## src/rtl/fetch_ctrl.sv

```systemverilog
// Fetch-stage sequencer: issues one imem request per accepted pc, arbitrates
// redirects, kills stale fetches and buffers one instruction for decode.
module fetch_ctrl #(
  parameter logic [31:0] RESET_VECTOR = 32'h0000_0000,
  parameter int          KILL_CNT_W   = 16
) (
  input  logic                  clk,
  input  logic                  rst,
  input  logic [31:0]           pc_i,
  output logic                  pc_stall_o,
  output logic                  pc_redirect_valid_o,
  output logic [31:0]           pc_redirect_pc_o,
  input  logic                  trap_valid,
  input  logic [31:0]           trap_pc,
  input  logic                  ex_redirect_valid,
  input  logic [31:0]           ex_redirect_pc,
  input  logic                  id_redirect_valid,
  input  logic [31:0]           id_redirect_pc,
  output logic                  imem_req_valid,
  output logic [31:0]           imem_req_addr,
  input  logic                  imem_req_ready,
  input  logic                  imem_rsp_valid,
  input  logic [31:0]           imem_rsp_data,
  output logic                  if_valid,
  output logic [31:0]           if_pc,
  output logic [31:0]           if_instr,
  input  logic                  if_ready,
  output logic [KILL_CNT_W-1:0] kill_cnt
);

  localparam logic [1:0] S_IDLE  = 2'd0;
  localparam logic [1:0] S_FETCH = 2'd1;
  localparam logic [1:0] S_WAIT  = 2'd2;
  localparam logic [1:0] S_HOLD  = 2'd3;

  logic [1:0]            state_q, state_d;
  logic                  drop_q, drop_d;
  logic [31:0]           req_pc_q, req_pc_d;
  logic [31:0]           if_pc_q, if_pc_d;
  logic [31:0]           if_instr_q, if_instr_d;
  logic [KILL_CNT_W-1:0] kill_q, kill_d;
  logic                  redir, accept, kill_inc;
  logic [31:0]           win_pc;

  always_comb begin
    redir = trap_valid | ex_redirect_valid | id_redirect_valid;
    if (trap_valid)             win_pc = trap_pc;
    else if (ex_redirect_valid) win_pc = ex_redirect_pc;
    else                        win_pc = id_redirect_pc;
    pc_redirect_valid_o = redir;
    pc_redirect_pc_o    = win_pc & 32'hFFFF_FFFC;
    // Never issue while redirecting: pc_i is about to be replaced.
    imem_req_valid = ~redir & ((state_q == S_FETCH) | ((state_q == S_HOLD) & if_ready));
    imem_req_addr  = pc_i;
    accept         = imem_req_valid & imem_req_ready;
    pc_stall_o     = ~accept;
    if_valid       = (state_q == S_HOLD) & ~redir;
    if_pc          = if_pc_q;
    if_instr       = if_instr_q;
    kill_cnt       = kill_q;
  end

  always_comb begin
    state_d    = state_q;
    drop_d     = drop_q;
    req_pc_d   = accept ? pc_i : req_pc_q;
    if_pc_d    = if_pc_q;
    if_instr_d = if_instr_q;
    kill_inc   = 1'b0;
    case (state_q)
      S_IDLE:  state_d = S_FETCH;
      S_FETCH: if (accept) state_d = S_WAIT;
      S_WAIT: begin
        if (imem_rsp_valid) begin
          if (drop_q | redir) begin
            // A response already marked stale counts once, even if re-redirected.
            kill_inc = 1'b1;
            drop_d   = 1'b0;
            state_d  = S_FETCH;
          end else begin
            if_pc_d    = req_pc_q;
            if_instr_d = imem_rsp_data;
            state_d    = S_HOLD;
          end
        end else if (redir) begin
          drop_d = 1'b1;
        end
      end
      S_HOLD: begin
        if (redir) begin
          kill_inc = 1'b1;
          state_d  = S_FETCH;
        end else if (if_ready) begin
          state_d = accept ? S_WAIT : S_FETCH;
        end
      end
      default: state_d = S_IDLE;
    endcase
    kill_d = (kill_inc && !(&kill_q)) ? kill_q + {{(KILL_CNT_W-1){1'b0}}, 1'b1} : kill_q;
  end

  always_ff @(posedge clk) begin
    if (rst) begin
      state_q    <= S_IDLE;
      drop_q     <= 1'b0;
      req_pc_q   <= RESET_VECTOR;
      if_pc_q    <= RESET_VECTOR;
      if_instr_q <= 32'h0;
      kill_q     <= '0;
    end else begin
      state_q    <= state_d;
      drop_q     <= drop_d;
      req_pc_q   <= req_pc_d;
      if_pc_q    <= if_pc_d;
      if_instr_q <= if_instr_d;
      kill_q     <= kill_d;
    end
  end

endmodule

```

## config.mk

```make
export PLATFORM = sky130hd
export DESIGN_NAME = fetch_ctrl
export DESIGN_NICKNAME = d
export VERILOG_FILES = /design/src/rtl/fetch_ctrl.sv
export SDC_FILE = /design/constraint.sdc
export NUM_CORES = 1
export LEC_CHECK = 0
export CORE_MARGIN = 1
export CORE_UTILIZATION = 25
export CTS_CLUSTER_DIAMETER = 80
export DETAILED_ROUTE_END_ITERATION = 8
export SETUP_SLACK_MARGIN = 0.5
export SKIP_LAST_GASP = 1
export SYNTH_ARGS = -nofsm -noshare
export SYNTH_HDL_FRONTEND = slang
export SYNTH_SLANG_ARGS = --single-unit
```

## constraint.sdc

```tcl
create_clock -name clk -period 8.7 [get_ports clk]
set_clock_uncertainty 0.1 [all_clocks]
set_input_delay 2.61 -clock clk [delete_from_list [all_inputs] [get_ports clk]]
set_output_delay 2.61 -clock clk [all_outputs]
set_load 0.005 [all_outputs]
```

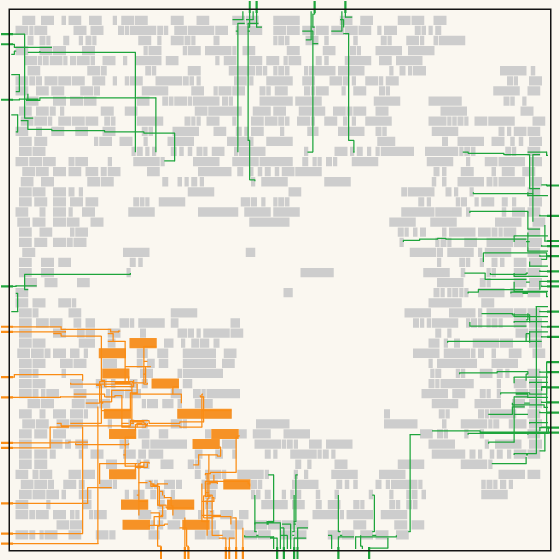
(run_1/io_fan.png)
Key: orange = kill_cnt [bits 16, direction output, end cells 16, buffers 16, wire 926 um]; green = imem_req_addr [bits 32, direction output, end cells 0, buffers 64, wire 1,340 um]

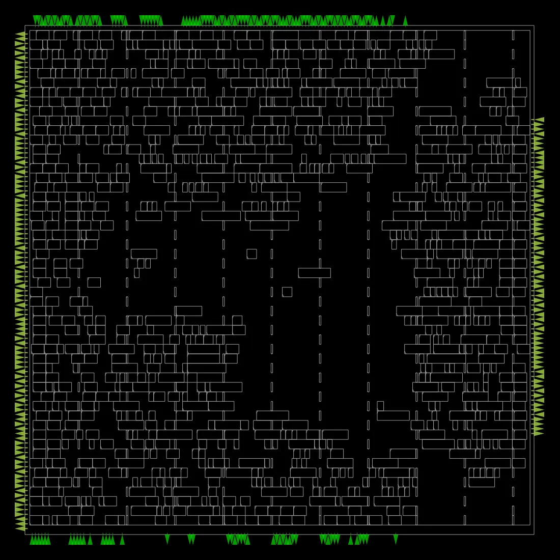
(run_1/placement.png)
Tapcells: 270
Seq/total area: 26.1%
num rows: 52
post-layout utilization of the core: 43.5%

==> flow_summary.json, run 1 <==
{
  "cts_setup_buffers": 0,
  "ant_nets": 0,
  "viasPerCell": 4.36,
  "cap_violations": 0,
  "grt_pass1_vias": 5077,
  "hold_viol_final": 0,
  "nFillCells": 2033,
  "fin_nets": 1093,
  "grt-ovfl-total": 0,
  "cts_buffers": 17,
  "cp_data_arrival_time_ns": 4.63,
  "cts_hold_buf": 0,
  "finalSetupViolations": 0,
  "min_period_over_period_pct": 84.4,
  "coreArea_mm2": 0.0202,
  "route.met3.wl_um": 1310,
  "die_area_mm2": 0.0212,
  "worst_setup_path_start_kind": "input port",
  "track_usage_pct": 16.3,
  "syn_inst": 669,
  "yosysChipArea_mm2": 0.00515,
  "clockBufferDepth": 2,
  "drt-pass1-iter-count": 4,
  "critPathCaptureType": "output port",
  "wl_per_cell_um": 14.1,
  "antenna_found_initial": 0,
  "root_buffer": "clkbuf_16",
  "relSlewSlack_pct": 49.5,
  "drc": 0,
  "met1_length_um": 6950,
  "top_cell": "nand2_1",
  "place_congestion": 0.743,
  "grt_pass1_wl_um": 26900,
  "n_antenna_cell": 0,
  "slew_viol_final": 0,
  "status": "completed",
  "edf_count": 0,
  "irDropWorstVdd_uv": 90.6,
  "dp_hpwl_um": 12300,
  "tool_warnings": 32,
  "critPathKind": "in -> out",
  "p_total_uw": 1440
}
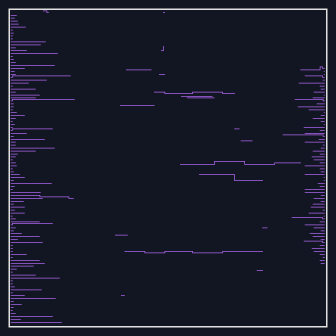
(run_1/layer_met3.png)
The longest straight run is 28.5 um. The layer carries 1,310 um of wire. 178 nets have wire on it. The layer holds 7.7% of the routed length.

-- run 1: flip-flops by register name (all words and copies together), names as in the netlist --
signal,flops
drop_q,1
if_instr,32
if_pc,32
state_q,2
req_pc_q,32
kill_cnt,16
-- run 1: logic make-up after synthesis --
group	after synthesis	synth area share (%)
compound gates	148	15.6
buf+inv	82	8.74
mux	34	6.65
fa+ha+maj	1	0.243
flops	115	44.7
xor+xnor	7	1.19
simple gates	281	22.8
other cells	1	0.0728
-- run 1: layout by cell type, fill, tap and decap left out, types with 2 or more instances in the layout --
cell type and count:
nand3_1 5, and2_1 2, nor3_1 3, clkinv_2 3, nor2b_1 5, a211oi_1 4, clkdlybuf4s50_1 304, mux2i_1 32
and3_1 3, a21oi_1 102, buf_2 2, inv_2 2, nor2_1 15, buf_4 7, nand4_1 2, o21ai_0 32
and4_1 2, nor4_1 3, conb_1 2, dfxtp_1 115, o211ai_1 2, a31o_2 2, clkbuf_8 4, xnor2_1 7
nor3_2 2, nand2_1 227, inv_1 2, nand2b_1 2, mux2_1 2, clkbuf_16 17, bufinv_16 4
-- run 1: per-layer routing --
layer	vias up	global-route usage (%)
met5	-	0
met4	0	4.47
met3	13	6.05
met2	202	29.3
met1	2338	18.0
li1	2710	-
-- run 1: stage by stage --
step | worst slack (ns) | hold WS, ns | util, % | instances
finish | 1.36 | 0.342 | 43.5 | 1206
detailed placement | 1.28 | 0.343 | 40.4 | 1175
global placement | 1.28 | 0.338 | 40.4 | 1175
CTS | 1.28 | 0.348 | 43.5 | 1206
floorplan | 2.21 | 0.332 | - | 670
global route | 1.18 | 0.358 | 43.5 | 1206
-- run 1: worst max-delay path, cell delays in order --
cell and delay, ns:
clkdlybuf4s50_1 0.47, nor3_2 0.05, inv_2 0.12, nor3b_2 0.07
and2_2 0.20, inv_2 0.47, clkdlybuf4s50_1 0.63
-- run 1: power by group --
part	leakage (uW)	internal, uW	switching [uW]
Combinational	0.00184	109	53.7
Sequential	0.000927	530	1.49
Clock	0.000312	507	237
Total	0.00308	1150	293
-- run 1: final timing paths --
kind                     start     endpoint
min reg2reg       req_pc_q[27]    if_pc[27]
max          id_redirect_valid   pc_stall_o
max reg2reg         state_q[1]  if_instr[7]
min               req_pc_q[27]    if_pc[27]
-- run 1: final cells by class --
| type | count | area (um^2) | share of cell area (%) |
|---|---|---|---|
| Clock inverter | 9 | 151 | 1.72 |
| Inverter | 4 | 15.0 | 0.170 |
| Sequential cell | 115 | 2300 | 26.1 |
| Multi-Input combinational cell | 473 | 2410 | 27.4 |
| Timing Repair Buffer | 313 | 3110 | 35.3 |
| Clock buffer | 22 | 484 | 5.50 |
| Tap cell | 270 | 338 | 3.84 |
==> run_1/flops_by_reg.png <==
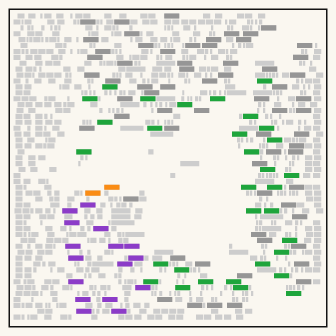

==> run 2, diff against run 1 <==
==> constraint.sdc (replaced) <==
create_clock -name clk -period 6.6 [get_ports clk]
set_clock_uncertainty 0.1 [all_clocks]
set_input_delay 1.98 -clock clk [delete_from_list [all_inputs] [get_ports clk]]
set_output_delay 1.98 -clock clk [all_outputs]
set_load 0.005 [all_outputs]
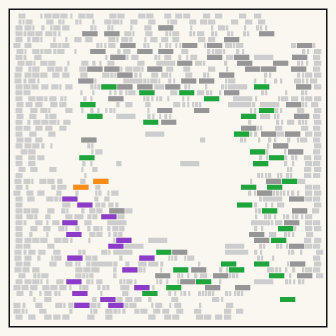
(run_2/flops_by_reg.png)
Key: purple = kill_cnt [sequential cells 16, where south-west]; orange = state_q [sequential cells 2]; green = req_pc_q [sequential cells 32]
Another 65 sequential cells are not colored.

==> flow_summary.json, run 2 <==
{
  "layout.area.comb_mm2": 0.00241,
  "critPathCaptureType": "output port",
  "nFillCells": 2072,
  "ant_nets": 0,
  "die_area_mm2": 0.0212,
  "p_seq_share_pct": 38.7,
  "drt-pass1-iter-count": 4,
  "grt_pass1_vias": 5084,
  "cts_hold_buf": 0,
  "relSlewSlack_pct": 42.8,
  "n_antenna_cell": 0,
  "grt_pass1_wl_um": 26400,
  "layoutNonFillerInstCount": 1208,
  "pwr-share-clk_pct": 49.5,
  "cts_setup_buffers": 0,
  "antenna_found_initial": 0,
  "status": "completed",
  "cap_violations": 0,
  "finalSetupViolations": 0,
  "tool_warnings": 32,
  "top_cell": "nand2_1",
  "root_buffer": "clkbuf_16",
  "yosysChipArea_mm2": 0.00515,
  "worst_setup_path_start_kind": "input port",
  "route.met3.wl_um": 1340,
  "flop_area_mm2": 0.00230,
  "p_int_uw": 1420,
  "drc": 0,
  "cts_buffers": 17
}
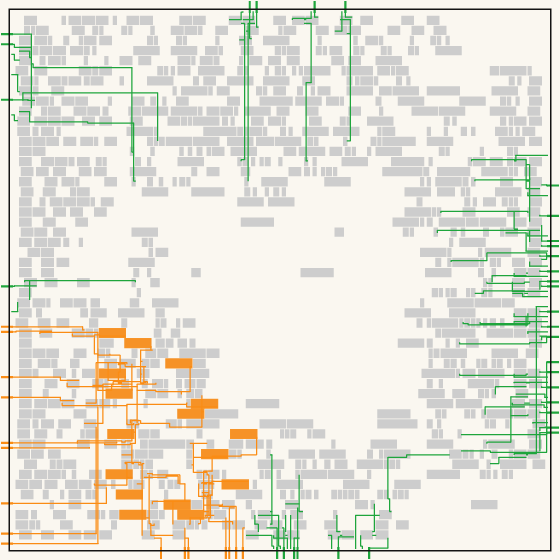
(run_2/io_fan.png)
Key: orange = kill_cnt [bits 16, direction output, end cells 16, buffers 16, wire 939 um]; green = imem_req_addr [bits 32, direction output, end cells 0, buffers 64, wire 1,320 um]
Buffers on Ports: 307
IO Count: 316

-- run 2: worst paths after layout --
check	cells after the start	slack (ns)	to	start
max reg2reg	5	4.17	if_instr[14]	state_q[1]
min	2	0.35	if_pc[16]	req_pc_q[16]
min reg2reg	2	0.35	if_pc[16]	req_pc_q[16]
max	7	0.90	pc_stall_o	id_redirect_valid
-- run 2: per-stage QoR --
step | util, % | total power [uW] | area [um^2] | hold WS (ns)
final | 43.3 | 1810 | 8760 | 0.349
after global routing | 43.3 | 1880 | 8760 | 0.366
after CTS | 43.3 | 1840 | 8760 | 0.351
after floorplan | - | 781 | 5160 | 0.332
after detailed placement | 40.4 | 930 | 8180 | 0.343
after global placement | 40.4 | 931 | 8180 | 0.337
-- run 2: critical path: stages --
cell and delay (ns):
clkdlybuf4s50_1 0.42, nor3_2 0.20, inv_2 0.13, nor3b_2 0.19
and2_2 0.18, inv_2 0.04, clkdlybuf4s50_1 0.48
-- run 2: final cells by class --
cell class	instances	share of cell area (%)
timing repair buffer	314	35.5
multi-input combinational	473	27.5
sequential	115	26.3
clock buffer	22	5.41
tap	270	3.86
clock inverter	10	1.21
inverter	4	0.171
-- run 2: cells by family after synthesis --
group	synth area share [%]
DFF	44.7
adders and majority gates	0.243
other	0.0728
muxes	6.65
xor gates and xnor gates	1.19
buffers and inverters	8.74
and+or+nand+nor	22.8
AOI/OAI and AO/OA	15.6
-- run 2: power by group through the flow --
stage               sequential, uW  combinational, uW  clock (uW)
floorplan                      714               66.5           0
global placement               714                217           0
detailed placement             715                216           0
CTS                            700                217         920
global route                   700                231         951
finish                         700                214         896
-- run 2: per-layer routing --
metal	up-vias	global-route usage, %
met5	-	0
met4	0	4.89
met3	16	5.74
met2	212	29.2
met1	2348	17.1
li1	2696	-
==> run_2/metal_density.png <==
The die is cut into 29 by 29 equal tiles; black is low, pale yellow is high, scaled to the fullest tile. Values are wire area over tile area, all layers added.
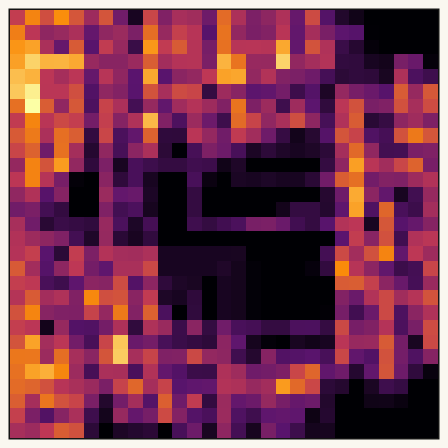

==> run 3, diff against run 2 <==
--- a/config.mk
+++ b/config.mk
@@ -6,9 +6,10 @@
 export NUM_CORES = 1
 export LEC_CHECK = 0
 export CORE_MARGIN = 1
-export CORE_UTILIZATION = 25
+export CORE_UTILIZATION = 34
 export CTS_CLUSTER_DIAMETER = 80
 export DETAILED_ROUTE_END_ITERATION = 8
+export PLACE_DENSITY = 0.78
 export SETUP_SLACK_MARGIN = 0.5
 export SKIP_LAST_GASP = 1
 export SYNTH_ARGS = -nofsm -noshare
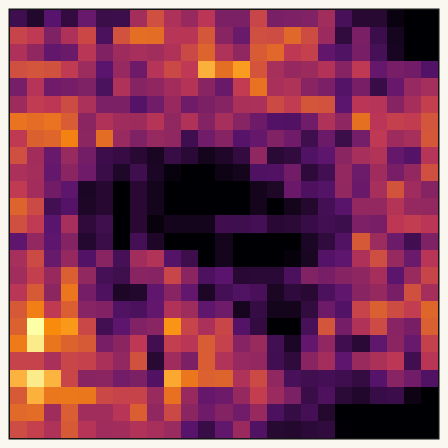
(run_3/metal_density.png)
The die is cut into 25 by 25 equal tiles; black is low, pale yellow is high, scaled to the fullest tile. Values are wire area over tile area, all layers added.
22% of the tiles are over half the peak. The emptiest ninth of the die: center. The densest ninth of the die: south-west. 8.0% of the tiles are nearly empty. The mean over all tiles is 0.17. The fullest tile reaches 0.49.

==> flow_summary.json, run 3 <==
{
  "hold_viol_final": 0,
  "grt-ovfl-total": 0,
  "cp_data_arrival_time_ns": 3.63,
  "coreArea_mm2": 0.0146,
  "root_buffer": "clkbuf_16",
  "grt_pass1_vias": 4898,
  "rows": 44,
  "cts_setup_buffers": 0,
  "lay_top_count": "clkdlybuf4s50_1",
  "cts_buffers": 17,
  "top_cell": "nand2_1",
  "p_seq_share_pct": 38.4,
  "failed_checks": "design-rule violations",
  "wl_per_cell_um": 14.5,
  "pwr-share-clk_pct": 49.8,
  "comb_power_share_pct": 11.7,
  "xor_area_share_pct": 1.19,
  "tool_warnings": 32,
  "fin_nets": 1094,
  "logic_family": "simple AND/OR/NAND/NOR gates",
  "p_int_uw": 1450,
  "syn_inst": 669,
  "ys_sh_adder_pct": 0.243,
  "drc": 32,
  "clockBufferDepth": 2,
  "status": "finished, violations left",
  "yosysChipArea_mm2": 0.00515
}
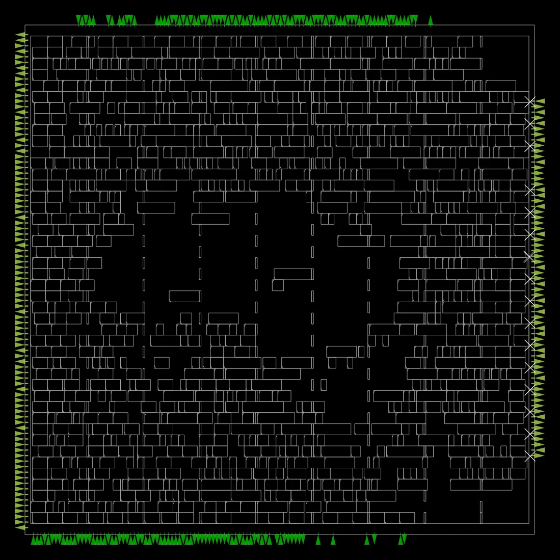
(run_3/placement.png)
Seq/total area: 26.5%
Tapcells: 184
Non-Filler Instances: 1,122
flip-flops: 115
Fill cells: 1,318

run 3: cell count changes in the layout (fill, tap and decap cells not counted):
| cell | previous run | this run |
|---|---|---|
| clkinv_2 | 6 | 3 |
| clkbuf_8 | 3 | 5 |
| and2_2 | 1 | 0 |
| clkinvlp_4 | 1 | 2 |
| and2_1 | 2 | 3 |
run 3: worst max-delay path: stages:
cell,delay (ns)
clkdlybuf4s50_1,0.41
nor3_2,0.18
inv_2,0.11
nor3b_2,0.23
and2_1,0.21
inv_2,0.04
clkdlybuf4s50_1,0.46
run 3: power groups by stage:
stage	sequential [uW]	clock, uW	combinational, uW
global route	700	967	230
finish	700	908	214
global placement	714	0	214
floorplan	714	0	66.5
CTS	700	932	216
detailed placement	715	0	215
run 3: per-stage QoR:
step | setup slack, ns | hold WS [ns] | util [%] | area, um^2 | power [uW]
floorplan | 1.37 | 0.332 | - | 5160 | 781
global placement | 0.871 | 0.336 | 55.1 | 8070 | 929
detailed placement | 0.872 | 0.343 | 55.1 | 8070 | 930
CTS | 0.862 | 0.348 | 59.2 | 8670 | 1850
global route | 0.750 | 0.360 | 59.2 | 8670 | 1900
finish | 0.890 | 0.345 | 59.2 | 8670 | 1820
run 3: cell type report:
class                      count  area [um^2]
inverter                       4         15.0
tap                          184          230
clock buffer                  24          502
fill                        1318         5970
timing repair buffer         314         3110
clock inverter                 8         98.8
sequential                   115         2300
multi-input combinational    473         2410
run 3: metal layers:
layer	up-vias	routed length (um)	track usage, %
met1	2342	6390	22.8
met4	0	136	7.10
li1	2704	-	-
met3	8	1070	7.36
met2	194	8620	37.3
met5	-	0	0
run 3: worst paths after layout:
path / startpoint / end / slack, ns / cells after the start
setup / recovery: id_redirect_valid / pc_stall_o / 0.89 / 7
hold / removal: req_pc_q[21] / if_pc[21] / 0.35 / 2
setup reg to reg: state_q[1] / if_instr[20] / 4.32 / 5
hold reg to reg: req_pc_q[21] / if_pc[21] / 0.35 / 2
run 3: cell families after synthesis:
| kind of cell | Yosys count |
|---|---|
| other cells | 1 |
| xor+xnor | 7 |
| mux | 34 |
| simple gates | 281 |
| compound gates | 148 |
| fa+ha+maj | 1 |
| buf+inv | 82 |
| flops | 115 |
Power is estimated from default activity; no workload was simulated.
